Run 1, M2 wires:
Scale: 10 px per um. Cells faint in the background.
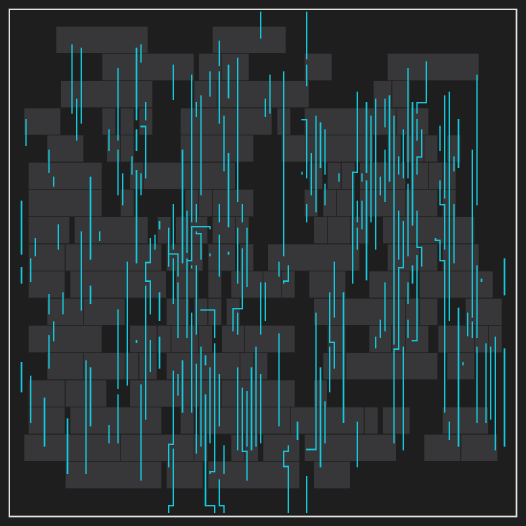
Run 1, I/O nets highlighted:
Scale: 8 px per um.
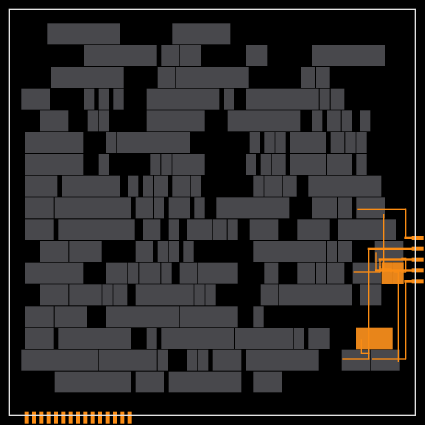
Run 1, routed clock nets over the placement:
Scale: 10 px per um.
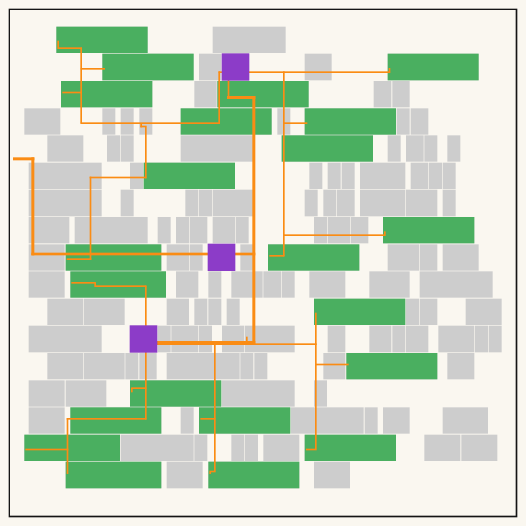
Run 1, the clock network:
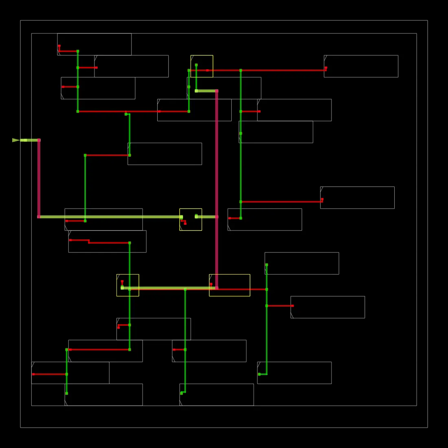
===== src/rtl/interrupt_request_ctrl.sv =====
// ---------------------------------------------------------------------------
// interrupt_request_ctrl
// Initiator side of the processor interrupt handshake. Edge-detects up to
// N_SRC peripheral request lines, latches them as pending, arbitrates the
// unmasked ones by fixed priority (lowest index wins) and raises a one-cycle
// interrupt pulse to the jump control logic. It then tracks the handler
// until its RET instruction is decoded. After that it enforces a hold-off
// gap before the next interrupt may issue.
//
// Ports:
//   clk         system clock, rising edge
//   reset       asynchronous, active-high; clears all state
//   irq_req     peripheral request lines, rising edge requests service
//   mask_wr     mask register write strobe
//   mask_in     new mask value (1 = source enabled)
//   ins         instruction at decode (RET = ins[19:15] == 5'b10000)
//   pc_mux_sel  jump control redirecting the PC this cycle
//   interrupt   one-cycle request pulse to jump control
//   irq_id      index of the source being serviced
//   in_service  high while the handler runs
//   pending     latched, not yet granted requests
//   mask        current mask register
// ---------------------------------------------------------------------------
module interrupt_request_ctrl #(
    parameter int               N_SRC    = 4,
    parameter int               ID_W     = 2,
    parameter int               HOLDOFF  = 2,
    parameter logic [N_SRC-1:0] MASK_RST = {N_SRC{1'b1}}
) (
    input  logic             clk,
    input  logic             reset,
    input  logic [N_SRC-1:0] irq_req,
    input  logic             mask_wr,
    input  logic [N_SRC-1:0] mask_in,
    input  logic [19:0]      ins,
    input  logic             pc_mux_sel,
    output logic             interrupt,
    output logic [ID_W-1:0]  irq_id,
    output logic             in_service,
    output logic [N_SRC-1:0] pending,
    output logic [N_SRC-1:0] mask
);

    typedef enum logic [1:0] {
        ST_IDLE    = 2'd0,
        ST_ISSUE   = 2'd1,
        ST_SERVICE = 2'd2,
        ST_HOLDOFF = 2'd3
    } state_t;

    state_t             state_q, state_d;
    logic [3:0]         cnt_q, cnt_d;
    logic [N_SRC-1:0]   req_q;
    logic [N_SRC-1:0]   pending_q, pending_d;
    logic [N_SRC-1:0]   mask_q, mask_d;
    logic [ID_W-1:0]    irq_id_q, irq_id_d;
    logic               interrupt_q, interrupt_d;
    logic               in_service_q, in_service_d;

    logic [N_SRC-1:0]   rise_s;
    logic [N_SRC-1:0]   eligible_s;
    logic [N_SRC-1:0]   win_onehot_s;
    logic [ID_W-1:0]    win_id_s;
    logic               go_s;
    logic               ret_s;
    logic               unused_ins_s;

    assign rise_s       = irq_req & ~req_q;
    assign eligible_s   = pending_q & mask_q;
    assign ret_s        = (ins[19:15] == 5'b10000);
    // Only the opcode field of the instruction bus matters here.
    assign unused_ins_s = ^ins[14:0];
    // A branch in flight (pc_mux_sel) defers the grant to a later cycle.
    assign go_s         = (state_q == ST_IDLE) && (|eligible_s) && !pc_mux_sel;

    // Fixed-priority arbiter: scan downwards so the lowest eligible index is kept.
    always_comb begin
        win_id_s     = {ID_W{1'b0}};
        win_onehot_s = {N_SRC{1'b0}};
        for (int i = N_SRC - 1; i >= 0; i--) begin
            win_id_s     = eligible_s[i] ? ID_W'(i) : win_id_s;
            win_onehot_s = eligible_s[i] ? ({{(N_SRC-1){1'b0}}, 1'b1} << i) : win_onehot_s;
        end
    end

    // FSM state register and hold-off counter.
    always_ff @(posedge clk or posedge reset) begin
        if (reset) begin
            state_q <= ST_IDLE;
            cnt_q   <= 4'd0;
        end else begin
            state_q <= state_d;
            cnt_q   <= cnt_d;
        end
    end

    // FSM next-state logic.
    always_comb begin
        state_d = state_q;
        cnt_d   = cnt_q;
        case (state_q)
            ST_IDLE: begin
                if (go_s) begin
                    state_d = ST_ISSUE;
                end else begin
                    state_d = ST_IDLE;
                end
            end
            ST_ISSUE: begin
                state_d = ST_SERVICE;
            end
            ST_SERVICE: begin
                if (ret_s) begin
                    state_d = ST_HOLDOFF;
                    cnt_d   = 4'(HOLDOFF);
                end else begin
                    state_d = ST_SERVICE;
                end
            end
            ST_HOLDOFF: begin
                if (cnt_q <= 4'd1) begin
                    state_d = ST_IDLE;
                    cnt_d   = 4'd0;
                end else begin
                    state_d = ST_HOLDOFF;
                    cnt_d   = cnt_q - 4'd1;
                end
            end
            default: begin
                state_d = ST_IDLE;
                cnt_d   = 4'd0;
            end
        endcase
    end

    // FSM output decode of the next state, so the pulses are registered.
    always_comb begin
        interrupt_d  = (state_d == ST_ISSUE);
        in_service_d = (state_d == ST_SERVICE);
    end

    // Pending, mask and grant-id next values; a same-cycle rise beats the grant clear.
    always_comb begin
        pending_d = (pending_q & ~(go_s ? win_onehot_s : {N_SRC{1'b0}})) | rise_s;
        mask_d    = mask_wr ? mask_in : mask_q;
        irq_id_d  = go_s ? win_id_s : irq_id_q;
    end

    // Datapath and output registers.
    always_ff @(posedge clk or posedge reset) begin
        if (reset) begin
            req_q        <= {N_SRC{1'b0}};
            pending_q    <= {N_SRC{1'b0}};
            mask_q       <= MASK_RST;
            irq_id_q     <= {ID_W{1'b0}};
            interrupt_q  <= 1'b0;
            in_service_q <= 1'b0;
        end else begin
            req_q        <= irq_req;
            pending_q    <= pending_d;
            mask_q       <= mask_d;
            irq_id_q     <= irq_id_d;
            interrupt_q  <= interrupt_d;
            in_service_q <= in_service_d;
        end
    end

    assign interrupt  = interrupt_q;
    assign irq_id     = irq_id_q;
    assign in_service = in_service_q;
    assign pending    = pending_q;
    assign mask       = mask_q;

endmodule


===== config.mk =====
export PLATFORM = sky130hd
export DESIGN_NAME = interrupt_request_ctrl
export DESIGN_NICKNAME = d
export VERILOG_FILES = /design/src/rtl/interrupt_request_ctrl.sv
export SDC_FILE = /design/constraint.sdc
export NUM_CORES = 1
export LEC_CHECK = 0
export ABC_AREA = 1
export CAP_MARGIN = 20
export CORE_UTILIZATION = 44
export CTS_CLUSTER_DIAMETER = 30
export CTS_CLUSTER_SIZE = 16
export DETAILED_ROUTE_END_ITERATION = 12
export GPL_ROUTABILITY_DRIVEN = 0
export PLACE_DENSITY = 0.83
export SLEW_MARGIN = 20
export SYNTH_ARGS = -nofsm -noshare
export SYNTH_HDL_FRONTEND = slang
export SYNTH_SLANG_ARGS = --single-unit

===== constraint.sdc =====
create_clock -name clk -period 1.95 [get_ports clk]
set_clock_uncertainty 0.1 [all_clocks]
set_input_delay 0.585 -clock clk [delete_from_list [all_inputs] [get_ports clk]]
set_output_delay 0.585 -clock clk [all_outputs]
set_load 0.05 [all_outputs]

==> summary.txt, run 1 <==
outcome -> finished clean
vias in the first global route -> 888
Leakage -> 0.738 nW
Setup-failing EPs final -> 0
max cap viols -> 0
CTS tree -> done
Worst-Margin Slew -> 0.281 ns
Crit. End Element -> primary output
Synth Net Count -> 143
final hold violations -> 0
Die Height -> 50.6 um
ys flops -> 22
Synth Area in Compound Gates -> 4.58%
DR DRC count -> 0
R2R setup slack -> 0.51 ns
Area Overhead vs Synth -> 43.7%
Yosys Warn Count -> 0
Buffers & Inverters on Critical Path -> 1
Top Family by Delay on Critical Path -> flip-flops
synthesized area -> 1040 um2
fmax -> 574 MHz
Avg WL per Cell -> 12.0 um
Final WS setup -> 0.208 ns
post-CTS setup buffers -> 0
largest vdd supply drop -> 0.761 mV
Clock Path Buffers -> 2
PwrDens -> 1230 nW/um2
Detail Placement HPWL -> 1.62 mm
Routed WL -> 2.04 mm
DP Worst Slack -> 0.139 ns
Tmin final -> 1.74 ns
Gates resized, CTS repair -> 0
Comb area -> 417 um2
Distinct cells, synth -> 24
adder-cell share of the synthesized area -> 2.41%
grt ovf -> 0
Worst path max stage delay -> 0.60 ns
fin util -> 67.5%
Back to the opening pictures, 'M2 wires':
- wire length on this layer: 1090 um
- share of all routed wire: 54%
- longest straight run: 22.8 um
- main direction: vertical

Back to the opening pictures, 'I/O nets highlighted':
- ins: orange (bits 20; direction input; edge 15 bottom, 5 right; end cells 3; wire 88.4 um)
Top Ports: 44
port buffer count: 28

Back to the opening pictures, 'routed clock nets over the placement':
- flip-flops: green (count 22)
- clock-net drivers: purple (count 3)
- clock wires: orange (length 271 um)
- routed clock nets: 4

Back to the opening pictures, 'the clock network':
Seq cells: 22
Clk. pwr: 0.253 mW
CTS Buf Count: 3
clk_lat worst skew: 0.31 ns

==> run 1: area by class of cell <==
cell class	count	area share, %
sequential	22	37.2
timing repair buffer	29	25.6
multi-input combinational	70	27.9
inverter	17	4.44
tap	28	2.35
clock buffer	4	2.43
==> run 1: where the power goes <==
part / internal (mW) / switching (mW)
clock: 0.114 / 0.139
sequential: 0.573 / 0.110
combinational: 0.380 / 0.513
==> run 1: worst paths after layout <==
path,endpoint,start,depth (start not counted)
max,mask[0],mask[0],1
min,pending[1],req_q[1],1
max reg2reg,in_service,cnt_q[0],6
min reg2reg,pending[1],req_q[1],1
max in group asynchronous,mask[3],reset,3
min in group asynchronous,irq_id[0],reset,3
==> run 1: state kept, by name, summed over array words and instances, names as in the netlist <==
name / flops
state_q: 2
req_q: 4
cnt_q: 4
irq_id: 2
interrupt: 1
in_service: 1
pending: 4
mask: 4
==> run 1: per-layer routing <==
layer | part of all wire [%] | GRT usage, % | routed length [um] | vias up
met5 | 0 | 0 | 0 | -
met1 | 38 | 19.4 | 766 | 402
met4 | 1.7 | 9.72 | 34 | 0
met3 | 7.1 | 6.06 | 144 | 5
li1 | - | - | - | 408
met2 | 54 | 36.2 | 1090 | 29
==> run 1: placed cells by master, fill, tap and decap left out, types with 3 or more instances in the layout <==
master,instances
buf_12,10
nand3_1,7
nor2_1,6
inv_1,13
clkdlybuf4s50_1,16
mux2_2,4
nor2_2,4
clkbuf_4,3
dfstp_2,4
nand2_2,4
nand2_1,26
buf_4,3
dfrtp_1,18
o21ai_1,5
==> run 1: through the flow <==
stage                     power [mW]  instance area, um2  hold slack [ns]  cells
after floorplan                 1.24                1040            0.300    109
after global placement          1.55                1460            0.309    166
after global routing            1.95                1490            0.408    170
after CTS                       1.85                1490            0.337    170
after detailed placement        1.59                1460            0.320    166
final                           1.83                1490            0.354    170
==> run 1: cell families (layout without fill, tap and decap cells) <==
kind of cell / after synthesis / in the layout
muxes: 4 / 4
and+or+nand+nor: 55 / 55
AOI/OAI and AO/OA: 8 / 8
buffers and inverters: 17 / 50
DFF: 22 / 22
adders and majority gates: 2 / 2
xor gates and xnor gates: 1 / 1
==> run 2, diff against run 1 <==
Settings changed: REMOVE_ABC_BUFFERS set to 1.
Run 2, I/O nets highlighted:
Scale: 8 px per um.
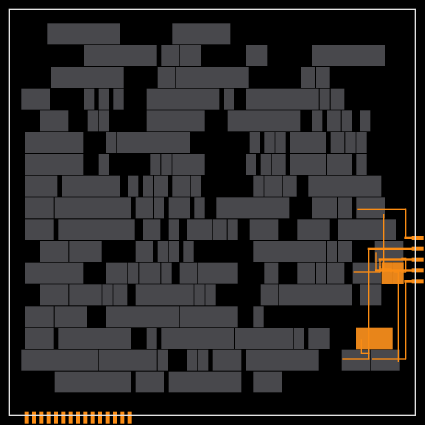
- ins: orange (bits 20; direction input; edge 15 bottom, 5 right; end cells 3; wire 88.4 um)

==> summary.txt, run 2 <==
Top Family by Delay on Critical Path -> flip-flops
Distinct cells, synth -> 24
DR vias/cell -> 4.96
Worst path max stage delay -> 0.60 ns
largest vdd supply drop -> 0.761 mV
CTS tree -> done
ys flops -> 22
Hold Startpoint -> req_q[1]
FFs w/ async S/R, synth -> 100%
number of enable flip-flop cells -> 0
Die ar. -> 2560 um2
tool warning count -> 41
vias in the first global route -> 888
Hold Crit Depth -> 1
most numerous cell in the Yosys netlist -> nand2_1
R2R setup slack -> 0.51 ns
Top Ports -> 44
CTS Buf Count -> 3
Tmin final -> 1.74 ns
clk_lat worst skew -> 0.31 ns
cells after synthesis -> 109
Die Height -> 50.6 um
most common logic cell in the routed design -> nand2_1
Setup-failing EPs final -> 0
number of nets with antenna violations after routing -> 0
Worst-Margin Slew -> 0.281 ns
synthesized area -> 1040 um2
max cap viols -> 0
antenna violations before repair -> 0
Detail Placement HPWL -> 1.62 mm
Buffers & Inverters on Critical Path -> 1
final hold violations -> 0
slowest CP cell -> dfstp_2
most instantiated logic cells after routing -> 26 x nand2_1, 18 x dfrtp_1, 16 x clkdlybuf4s50_1
Routed WL -> 2.04 mm
Final WS setup -> 0.208 ns
Slew Viols, Final -> 0
Rel. slew slack -> 81.3%
CTS Sinks -> 22
Crit. End Element -> primary output
largest net degree at the start of global routing -> 23
CP required -> 1.26 ns
DR DRC count -> 0
fmax -> 574 MHz
cell type with the largest total area -> dfrtp_1
Core Util at FP -> 46.9%
PwrDens -> 1230 nW/um2
Avg Synthesized Cell Area -> 9.53 um2
initial detailed-routing violation count -> 9
Leakage -> 0.738 nW
reg-to-reg critical path endpoint -> in_service
DP Worst Slack -> 0.139 ns
Gates resized, CTS repair -> 0
Yosys Warn Count -> 0
RSZ-0062 raised after global routing -> no
yosys stat chip area -> 1040 um2
grt ovf -> 0
Area Overhead vs Synth -> 43.7%
RR Startpoint -> cnt_q[0]
cts hold-fix bufs -> 0
Top cells by area -> dfrtp_1 43%, dfstp_2 10%, nand2_1 9.4%
critical path class -> flop to primary output
post-CTS setup buffers -> 0
Worst Hold Path EP -> pending[1]
Avg WL per Cell -> 12.0 um
Clock Path Buffers -> 2
Reg2Reg Depth -> 6
outcome -> finished clean
port buffer count -> 28
-- run 2: cell counts after synthesis --
No cell type changed its count.
-- run 2: how the worst max path moves through the flow --
| stage | startpoint | endpoint | slack, ns | cells past startpoint |
|---|---|---|---|---|
| after floorplan | mask[0] | pending[0] | 0.51 | 7 |
| after global placement | pc_mux_sel | pending[1] | 0.22 | 5 |
| after detailed placement | ins[15] | cnt_q[2] | 0.14 | 5 |
| after CTS | mask[0] | mask[0] | 0.19 | 1 |
| after global routing | mask[2] | mask[2] | 0.16 | 1 |
| final | mask[0] | mask[0] | 0.21 | 1 |
-- run 2: power by group --
part	total, mW	switching (mW)	internal, mW
Sequential	0.683	0.110	0.573
Combinational	0.893	0.513	0.380
Clock	0.253	0.139	0.114
Total	1.83	0.762	1.07
-- run 2: kinds of logic (layout without fill, tap and decap cells) --
kind of cell | Yosys count | count (layout) | synth area share, %
buffers and inverters | 17 | 50 | 6.39
adders and majority gates | 2 | 2 | 2.41
xor gates and xnor gates | 1 | 1 | 0.844
muxes | 4 | 4 | 4.34
AOI/OAI and AO/OA | 8 | 8 | 4.58
and+or+nand+nor | 55 | 55 | 28.0
DFF | 22 | 22 | 53.5
-- run 2: final cells by class --
type	count	area, um2
multi-input combinational	70	417
sequential	22	556
inverter	17	66.3
timing repair buffer	29	383
fill	188	719
clock buffer	4	36.3
tap	28	35.0
-- run 2: worst register-to-register path, stage by stage, from the launching register on --
cell,delay [ns]
dfrtp_1,0.41
inv_1,0.08
ha_1,0.23
o21ai_2,0.26
nand2_2,0.12
nand3_2,0.10
nor2_2,0.03
-- run 2: metrics by stage --
step	utilization [%]	hold WS, ns	cells	area, um2	power [mW]
2_1_floorplan	-	0.300	109	1040	1.24
3_3_place_gp	65.8	0.309	166	1460	1.55
3_5_place_dp	65.8	0.320	166	1460	1.59
4_1_cts	67.5	0.337	170	1490	1.85
5_1_grt	67.5	0.408	170	1490	1.95
6_report	67.5	0.354	170	1490	1.83
-- run 2: metal layers --
layer,GRT usage (%),part of all wire (%),up-vias
li1,-,-,408
met1,19.4,38,402
met2,36.2,54,29
met3,6.06,7.1,5
met4,9.72,1.7,0
met5,0,0,-
Run 2, cell classes on the final placement:
Scale: 8 px per um. Fill, decap, tap and diode cells in grey.
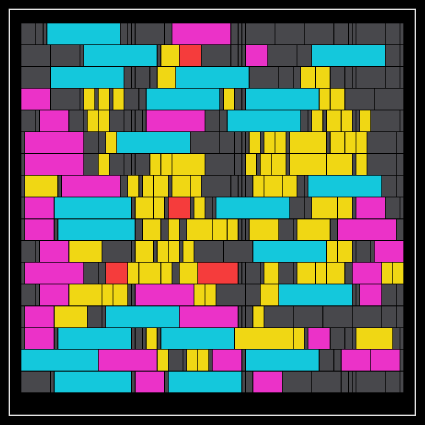

==> run 3, diff against run 2 <==
Settings changed: ABC_AREA 1 to 0, CORE_MARGIN set to 2, CORE_UTILIZATION 44 to 35, PLACE_DENSITY 0.83 to 0.68.
Run 3, cell classes on the final placement:
Scale: 6 px per um. Fill, decap, tap and diode cells in grey.
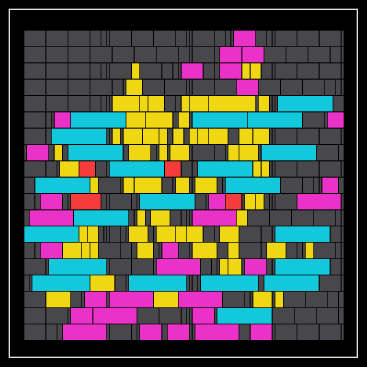
- clock drivers and dummy loads: red (cells 4; share of their area 2.6%)
- registers: cyan (cells 22; share of their area 39%)
- remaining buffers and delay cells: magenta (cells 30; share of their area 27%)
- remaining logic cells: yellow (cells 65; share of their area 31%)
core area: 2760 um2
Final Cell Area: 1450 um2
row count: 19

==> summary.txt, run 3 <==
outcome -> finished clean
Die ar. -> 3340 um2
cts hold-fix bufs -> 0
CTS Buf Count -> 3
Crit. End Element -> primary output
fin util -> 52.7%
Reg2Reg Depth -> 5
Buffers & Inverters on Critical Path -> 1
most used routing layer -> met2
Avg WL per Cell -> 13.3 um
most instantiated logic cells after routing -> 18 x dfrtp_1, 16 x clkdlybuf4s50_1, 13 x inv_1
Clk network pwr share -> 13.8%
tool warning count -> 41
Leakage -> 0.670 nW
Worst-Margin Slew -> 0.341 ns
DP Worst Slack -> 0.0297 ns
Top cells by area -> dfrtp_1 44%, dfstp_2 10%, a22o_1 5.2%
ys flops -> 22
Top Family by Delay on Critical Path -> flip-flops
fmax -> 562 MHz
clk_lat worst skew -> 0.31 ns
synthesized area -> 1010 um2
largest vdd supply drop -> 0.906 mV
vias in the first global route -> 769
Reg power frac -> 40.8%
critical path class -> flop to primary output
sw frac -> 39.9%
port buffer count -> 28
max cap viols -> 0
cell type with the largest total area -> dfrtp_1
Worst path max stage delay -> 0.63 ns
CTS Sinks -> 22
Area Overhead vs Synth -> 43.6%
number of enable flip-flop cells -> 0
combinational power share -> 45.4%
cells after synthesis -> 88
## run 3: cell count changes in the layout (fill, tap and decap cells not counted), sizes merged, moves of 2 or more
cell,before,now
a21oi,0,4
a22o,0,6
a22oi,0,2
inv,16,13
nand2,31,4
nand3,8,3
nand4,3,1
nor2,12,3
nor3,0,4
o21ai,8,2
o31ai,0,2
## run 3: logic make-up after synthesis
kind of cell	count (synthesis)	synth area share, %
multiplexers	5	5.44
adder cells (fa/ha/maj)	2	2.47
flip-flops	22	54.9
AND/OR/NAND/NOR	20	10.9
AND-OR/OR-AND	25	20.4
buffers and inverters	14	5.93
## run 3: through the flow
step / cells / cell area [um2] / power, mW
after global routing: 152 / 1450 / 1.93
after floorplan: 87 / 1000 / 1.24
final: 152 / 1450 / 1.80
after global placement: 148 / 1420 / 1.53
after detailed placement: 148 / 1420 / 1.57
after CTS: 152 / 1450 / 1.82
## run 3: layout make-up
class / count / area, um2
Inverter: 13 / 48.8
Sequential cell: 22 / 556
Clock buffer: 4 / 36.3
Timing Repair Buffer: 30 / 378
Multi-Input combinational cell: 52 / 397
Tap cell: 31 / 38.8
Fill cell: 251 / 1300
## run 3: power groups by stage
stage	clock network, mW	logic, mW	registers, mW
finish	0.247	0.816	0.734
global route	0.279	0.891	0.759
CTS	0.259	0.825	0.736
detailed placement	0	0.823	0.745
global placement	0	0.799	0.733
floorplan	0	0.347	0.892
## run 3: path summary, 6_finish.rpt
path	start	end	slack (ns)
setup reg to reg	cnt_q[0]	state_q[0]	0.48
hold reg to reg	irq_id[0]	irq_id[0]	0.42
hold / removal	irq_id[0]	irq_id[0]	0.42
min in group asynchronous	reset	cnt_q[0]	0.50
setup / recovery	mask[2]	mask[2]	0.17
max in group asynchronous	reset	mask[2]	0.97
## run 3: layer usage
| metal | routed length (um) | vias to the layer above |
|---|---|---|
| met2 | 987 | 18 |
| li1 | - | 383 |
| met1 | 925 | 370 |
| met4 | 27 | 0 |
| met5 | 0 | - |
| met3 | 77 | 2 |
Power is estimated from default activity; no workload was simulated.
